### src/rtl/noc_pkg.sv
// Shared NoC router definitions: default flit geometry, port indices and
// small width helpers used by the per-output scheduler slice.
package noc_pkg;

    localparam int unsigned DATA_W = 64;
    localparam int unsigned N_REQ  = 4;
    localparam int unsigned N_VC   = 2;

    // Router port indices (E, W, N, S, local PE).
    localparam int unsigned PORT_E  = 0;
    localparam int unsigned PORT_W  = 1;
    localparam int unsigned PORT_N  = 2;
    localparam int unsigned PORT_S  = 3;
    localparam int unsigned PORT_PE = 4;

    // Virtual channel identifiers; the VC index equals the polarity that makes it internal.
    typedef enum logic {
        VC_EVEN = 1'b0,
        VC_ODD  = 1'b1
    } vc_id_e;

    // Width of a round-robin pointer over n requesters (never zero).
    function automatic int unsigned ptr_width(input int unsigned n);
        return (n > 1) ? $clog2(n) : 1;
    endfunction

endpackage

### src/rtl/vc_output_scheduler_if.sv
// Output-port bundle of one scheduler: input-side req/data/grant and the
// downstream so/ro link with its flit and the VC occupancy status.
//   req      : per-input request for the current internal VC
//   data_in  : packed flits, input i at [i*DATA_W +: DATA_W]
//   grant    : one-hot grant / input-buffer clear pulse
//   ro       : downstream ready for the external VC
//   so       : send strobe to downstream
//   data_out : flit presented to downstream
//   vc_full  : VC buffer occupancy, bit 0 even VC, bit 1 odd VC
interface vc_output_scheduler_if #(
    parameter int unsigned DATA_W = noc_pkg::DATA_W,
    parameter int unsigned N_REQ  = noc_pkg::N_REQ
);

    logic [N_REQ-1:0]        req;
    logic [N_REQ*DATA_W-1:0] data_in;
    logic [N_REQ-1:0]        grant;
    logic                    ro;
    logic                    so;
    logic [DATA_W-1:0]       data_out;
    logic [1:0]              vc_full;

    // Scheduler side.
    modport master (
        input  req,
        input  data_in,
        input  ro,
        output grant,
        output so,
        output data_out,
        output vc_full
    );

    // Input buffers plus downstream link side.
    modport slave (
        output req,
        output data_in,
        output ro,
        input  grant,
        input  so,
        input  data_out,
        input  vc_full
    );

endinterface

### src/rtl/rr_pick.sv
// Combinational round-robin picker: the first requester at or after ptr,
// wrapping modulo N_REQ.
//   req : request vector
//   ptr : highest-priority index
//   gnt : one-hot grant (zero when no request)
//   idx : encoded index of the granted requester
module rr_pick
    import noc_pkg::*;
#(
    parameter  int unsigned N_REQ = noc_pkg::N_REQ,
    localparam int unsigned PTR_W = ptr_width(N_REQ)
) (
    input  logic [N_REQ-1:0] req,
    input  logic [PTR_W-1:0] ptr,
    output logic [N_REQ-1:0] gnt,
    output logic [PTR_W-1:0] idx
);

    logic             found;
    logic [PTR_W-1:0] cand;

    // Walk candidates in rotated order; the first hit wins.
    always_comb begin
        gnt   = '0;
        idx   = '0;
        found = 1'b0;
        cand  = '0;
        for (int unsigned j = 0; j < N_REQ; j++) begin
            cand = PTR_W'((32'(ptr) + j) % N_REQ);
            if (!found && req[cand]) begin
                found     = 1'b1;
                gnt[cand] = 1'b1;
                idx       = cand;
            end
        end
    end

endmodule

### src/rtl/vc_output_scheduler.sv
// Per-output-port scheduler: round-robin arbitration into the internal VC
// buffer (VC index == polarity) while the external VC (~polarity) drains to
// the downstream link over the so/ro handshake.
//   clk      : clock, rising edge
//   reset    : synchronous, active-high
//   polarity : router phase bit, toggles every cycle
//   bus      : req/data_in/grant and so/ro/data_out/vc_full bundle
module vc_output_scheduler
    import noc_pkg::*;
#(
    parameter  int unsigned DATA_W = noc_pkg::DATA_W,
    parameter  int unsigned N_REQ  = noc_pkg::N_REQ,
    localparam int unsigned PTR_W  = ptr_width(N_REQ)
) (
    input  logic                   clk,
    input  logic                   reset,
    input  logic                   polarity,
    vc_output_scheduler_if.master  bus
);

    logic                    iv;
    logic                    ev;
    logic [DATA_W-1:0]       vc_buf [2];
    logic [1:0]              full_q;
    logic [PTR_W-1:0]        ptr_q [2];

    logic [N_REQ-1:0]        req_eff;
    logic [N_REQ-1:0]        gnt;
    logic [PTR_W-1:0]        idx;
    logic [PTR_W-1:0]        ptr_next;
    logic [DATA_W-1:0]       flits [N_REQ];
    logic [DATA_W-1:0]       win_flit;
    logic                    granted;
    logic                    send;

    assign iv = polarity;
    assign ev = ~polarity;

    // A full internal VC blocks arbitration entirely; requesters keep their place.
    assign req_eff = full_q[iv] ? '0 : bus.req;

    rr_pick #(
        .N_REQ (N_REQ)
    ) u_pick (
        .req (req_eff),
        .ptr (ptr_q[iv]),
        .gnt (gnt),
        .idx (idx)
    );

    // Unpack input flits so the winner can be selected by index.
    for (genvar g = 0; g < N_REQ; g++) begin : g_unpack
        assign flits[g] = bus.data_in[g*DATA_W +: DATA_W];
    end

    assign win_flit = flits[idx];
    assign granted  = |gnt;
    assign ptr_next = PTR_W'((32'(idx) + 1) % N_REQ);
    assign send     = full_q[ev] & bus.ro;

    assign bus.grant    = gnt;
    assign bus.so       = send;
    assign bus.data_out = vc_buf[ev];
    assign bus.vc_full  = full_q;

    // Fill touches only the internal VC and drain only the external VC, so both
    // may happen on the same edge. Drained flit values are held, not cleared.
    always_ff @(posedge clk) begin
        if (reset) begin
            full_q    <= '0;
            vc_buf[0] <= '0;
            vc_buf[1] <= '0;
            ptr_q[0]  <= '0;
            ptr_q[1]  <= '0;
        end else begin
            if (granted) begin
                vc_buf[iv] <= win_flit;
                full_q[iv] <= 1'b1;
                ptr_q[iv]  <= ptr_next;
            end
            if (send) begin
                full_q[ev] <= 1'b0;
            end
        end
    end

endmodule

### src/flat_wrapper.sv
// flat-port wrapper written by rule: the top's interface ports become plain ports
module vc_output_scheduler_flat import noc_pkg::*;
#(
    parameter  int unsigned DATA_W = noc_pkg::DATA_W,
    parameter  int unsigned N_REQ  = noc_pkg::N_REQ,
    localparam int unsigned PTR_W  = ptr_width(N_REQ)
)
  (clk, reset, polarity, bus_req, bus_data_in, bus_ro, bus_grant, bus_so, bus_data_out, bus_vc_full);
  vc_output_scheduler_if #(.DATA_W(DATA_W), .N_REQ(N_REQ)) bus_i ();
  input  logic clk;
  input  logic reset;
  input  logic polarity;
  input wire logic [$bits(bus_i.req)-1:0] bus_req;
  input wire logic [$bits(bus_i.data_in)-1:0] bus_data_in;
  input wire logic [$bits(bus_i.ro)-1:0] bus_ro;
  output wire logic [$bits(bus_i.grant)-1:0] bus_grant;
  output wire logic [$bits(bus_i.so)-1:0] bus_so;
  output wire logic [$bits(bus_i.data_out)-1:0] bus_data_out;
  output wire logic [$bits(bus_i.vc_full)-1:0] bus_vc_full;
  assign bus_i.req = bus_req;
  assign bus_i.data_in = bus_data_in;
  assign bus_i.ro = bus_ro;
  assign bus_grant = bus_i.grant;
  assign bus_so = bus_i.so;
  assign bus_data_out = bus_i.data_out;
  assign bus_vc_full = bus_i.vc_full;
  vc_output_scheduler #(.DATA_W(DATA_W), .N_REQ(N_REQ)) u_core (.clk(clk), .reset(reset), .polarity(polarity), .bus(bus_i));
endmodule
### config.mk
export PLATFORM = sky130hd
export DESIGN_NAME = vc_output_scheduler_flat
export DESIGN_NICKNAME = d
export VERILOG_FILES = /design/src/rtl/noc_pkg.sv /design/src/rtl/vc_output_scheduler_if.sv /design/src/rtl/rr_pick.sv /design/src/rtl/vc_output_scheduler.sv /design/src/flat_wrapper.sv
export SDC_FILE = /design/constraint.sdc
export NUM_CORES = 1
export LEC_CHECK = 0
export ABC_CLOCK_PERIOD_IN_PS = 12500
export CAP_MARGIN = 20
export CORE_UTILIZATION = 30
export CTS_BUF_LIST = sky130_fd_sc_hd__clkbuf_2
export DETAILED_ROUTE_END_ITERATION = 10
export MAX_ROUTING_LAYER = met4
export PLACE_DENSITY = 0.57
export SLEW_MARGIN = 20
export SYNTH_ARGS = -nofsm -noshare
export SYNTH_HDL_FRONTEND = slang
export SYNTH_HIERARCHICAL = 1
export SYNTH_SLANG_ARGS = --single-unit
### constraint.sdc
create_clock -name clk -period 12.5 [get_ports clk]
set_clock_uncertainty 0.2 [all_clocks]
set_input_delay 2.5 -clock clk [delete_from_list [all_inputs] [get_ports clk]]
set_output_delay 2.5 -clock clk [all_outputs]
set_load 0.1 [all_outputs]
==> results.txt <==
Physical design

The flow ran to the end, and the final reports show no timing, DRC or antenna violations. The maximum number of pins on one net before global-route repair stands at roughly 110. The count of multi-input combinational gates stands at between 300 and 400. The synthesis warning total stands at 6.

The minimum clock period after layout stands at around 9 ns. After synthesis, the most frequently instantiated cells are sky130_fd_sc_hd__edfxtp_1, sky130_fd_sc_hd__mux4_2, sky130_fd_sc_hd__mux2_2, sky130_fd_sc_hd__nor4b_1, sky130_fd_sc_hd__and4_1. The routed wire length per instance stands at 20.3 um. The hold violation total from the final report stands at 0. After detailed routing, the number of vias per cell comes to around 5.3.

The share of the clock period used by the worst path stands at around 74%. The tightest hold path in the finished design has a slack of approximately 0.34 ns. Measured along the x axis, the die boundary spans between 150 and 200 um. The post-route utilization of the core is recorded as 44.8%. The depth of the worst hold-timing path stands at 2. The measured slew at the worst slew-check pin stands at around 1.1 ns. Per the area breakdown, the dominant cell category is flip-flops and latches. The area fraction of the largest cell type after synthesis is around half. After technology mapping, the gate count stands at between 500 and 600. The met2 track demand over resource stands at between 30 and 40%. The peak fanout along the critical path stands at 92. The critical path is of the input pin to output pin type. The chip occupies ~0.028 mm2.

For this run, the script counts the antenna cells in the layout as 1. Summed over all layers, the global routing overflow is 0. The tool flagged a number of max-cap violations equal to 0.

Across the whole layout, multi-input logic makes up approximately a third of the cell area. The final tally of max-slew violations stands at 0. The violation tally recorded at the end of detailed-routing iteration 0 is about 310. The flip-flop and latch count after synthesis stands at between 100 and 150. Among all stages on the critical path, the maximum delay recorded is 1.21 ns.
[routing by layer]
metal	part of all wire (%)	vias up
met5	0	-
met1	40	3123
met3	5.2	9
li1	-	2850
met2	55	202
met4	0.51	0
[kinds of logic (layout without fill, tap and decap cells)]
| family | count (synthesis) | count (layout) | synth area share [%] |
|---|---|---|---|
| fa+ha+maj | 5 | 5 | 0.759 |
| xor+xnor | 1 | 1 | 0.106 |
| simple gates | 150 | 150 | 15.7 |
| flops | 134 | 134 | 48.6 |
| other cells | 0 | 1 | 0 |
| compound gates | 25 | 25 | 2.11 |
| buf+inv | 74 | 380 | 4.60 |
| mux | 138 | 138 | 28.1 |
[registers in the layout, indices dropped and copies added, names as in the netlist]
signal / flops
u_core/vc_buf: 128
u_core/ptr_q: 4
u_core/bus.vc_full: 2
[worst reg2reg max path, delay by kind of cell, from the launching register on]
family                   cells  cell delay [ns]
AND-OR/OR-AND                2             0.20
adder cells (fa/ha/maj)      1             0.47
buffers and inverters        3             1.36
flip-flops                   1             0.37
multiplexers                 3             1.55
AND/OR/NAND/NOR              2             0.45
[worst paths after layout]
path                                          from                                  to
hold / removal    u_core/bus.vc_full[0]$_SDFF_PP0_    u_core/bus.vc_full[0]$_SDFF_PP0_
hold reg to reg   u_core/bus.vc_full[0]$_SDFF_PP0_    u_core/bus.vc_full[0]$_SDFF_PP0_
setup reg to reg  u_core/ptr_q[1][0]$_SDFFCE_PN0P_  u_core/vc_buf[1][43]$_SDFFCE_PN0P_
setup / recovery                          polarity                        bus_grant[2]
Port wiring:
Scale bar: 50 um.
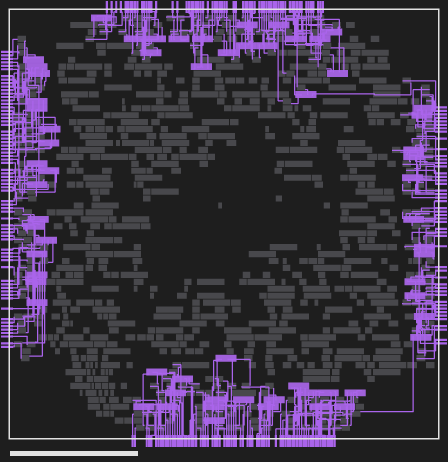
- bus_data_in: purple (bits 256; direction input; edge 73 bottom, 68 left, 67 top, 48 right; end cells 64; buffers 256; wire 5480 um)
total I/O pin count: 335
number of input and output port buffers inserted: 334

Clock distribution:
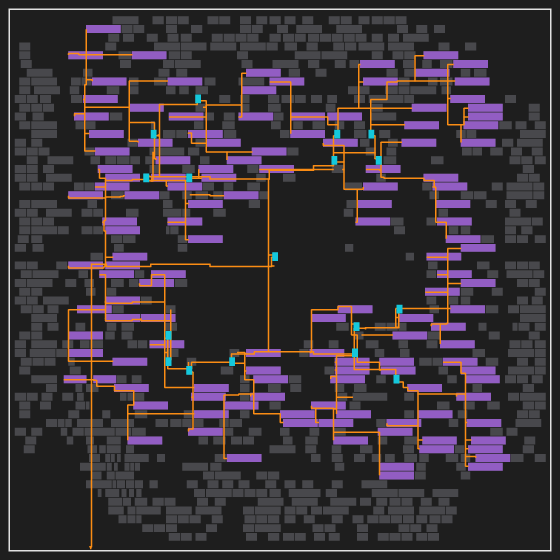
- clock wires: orange (length 1830 um)
- cells driving clock nets: cyan (count 17)
- flip-flops: purple (count 134)
- flops lie: widely spread
clk_lat worst skew: 0.67 ns

Routing congestion map:
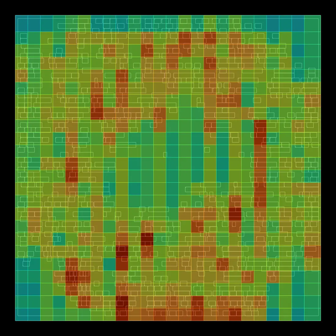
busiest layer in global routing: met2
met1 layer usage reported by global route: 18.8%

Where the registers sit:
Other cells in gray.
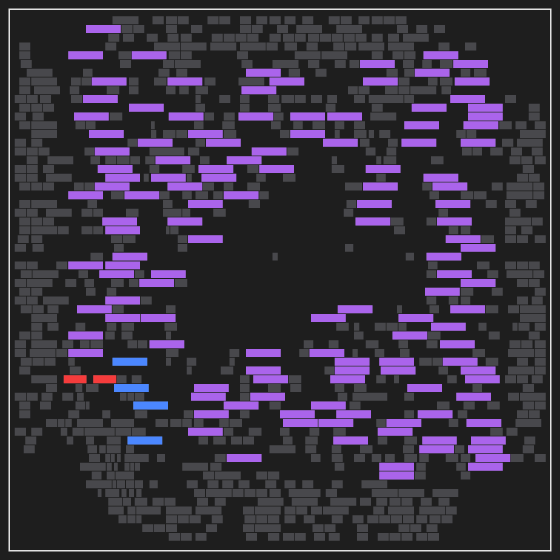
- u_core/bus.vc_full: red (placed flops 2)
- u_core/vc_buf: purple (placed flops 128; where widely spread)
- u_core/ptr_q: blue (placed flops 4)

Met1 routing:
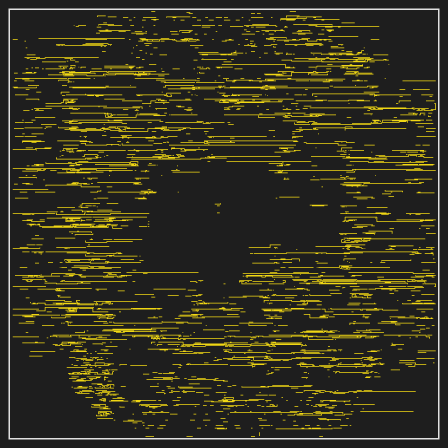
- wire length on this layer: 9430 um
- nets with wire on the layer: 955
Post-Route WL: 23800 um
number of vias after detailed routing: 6184

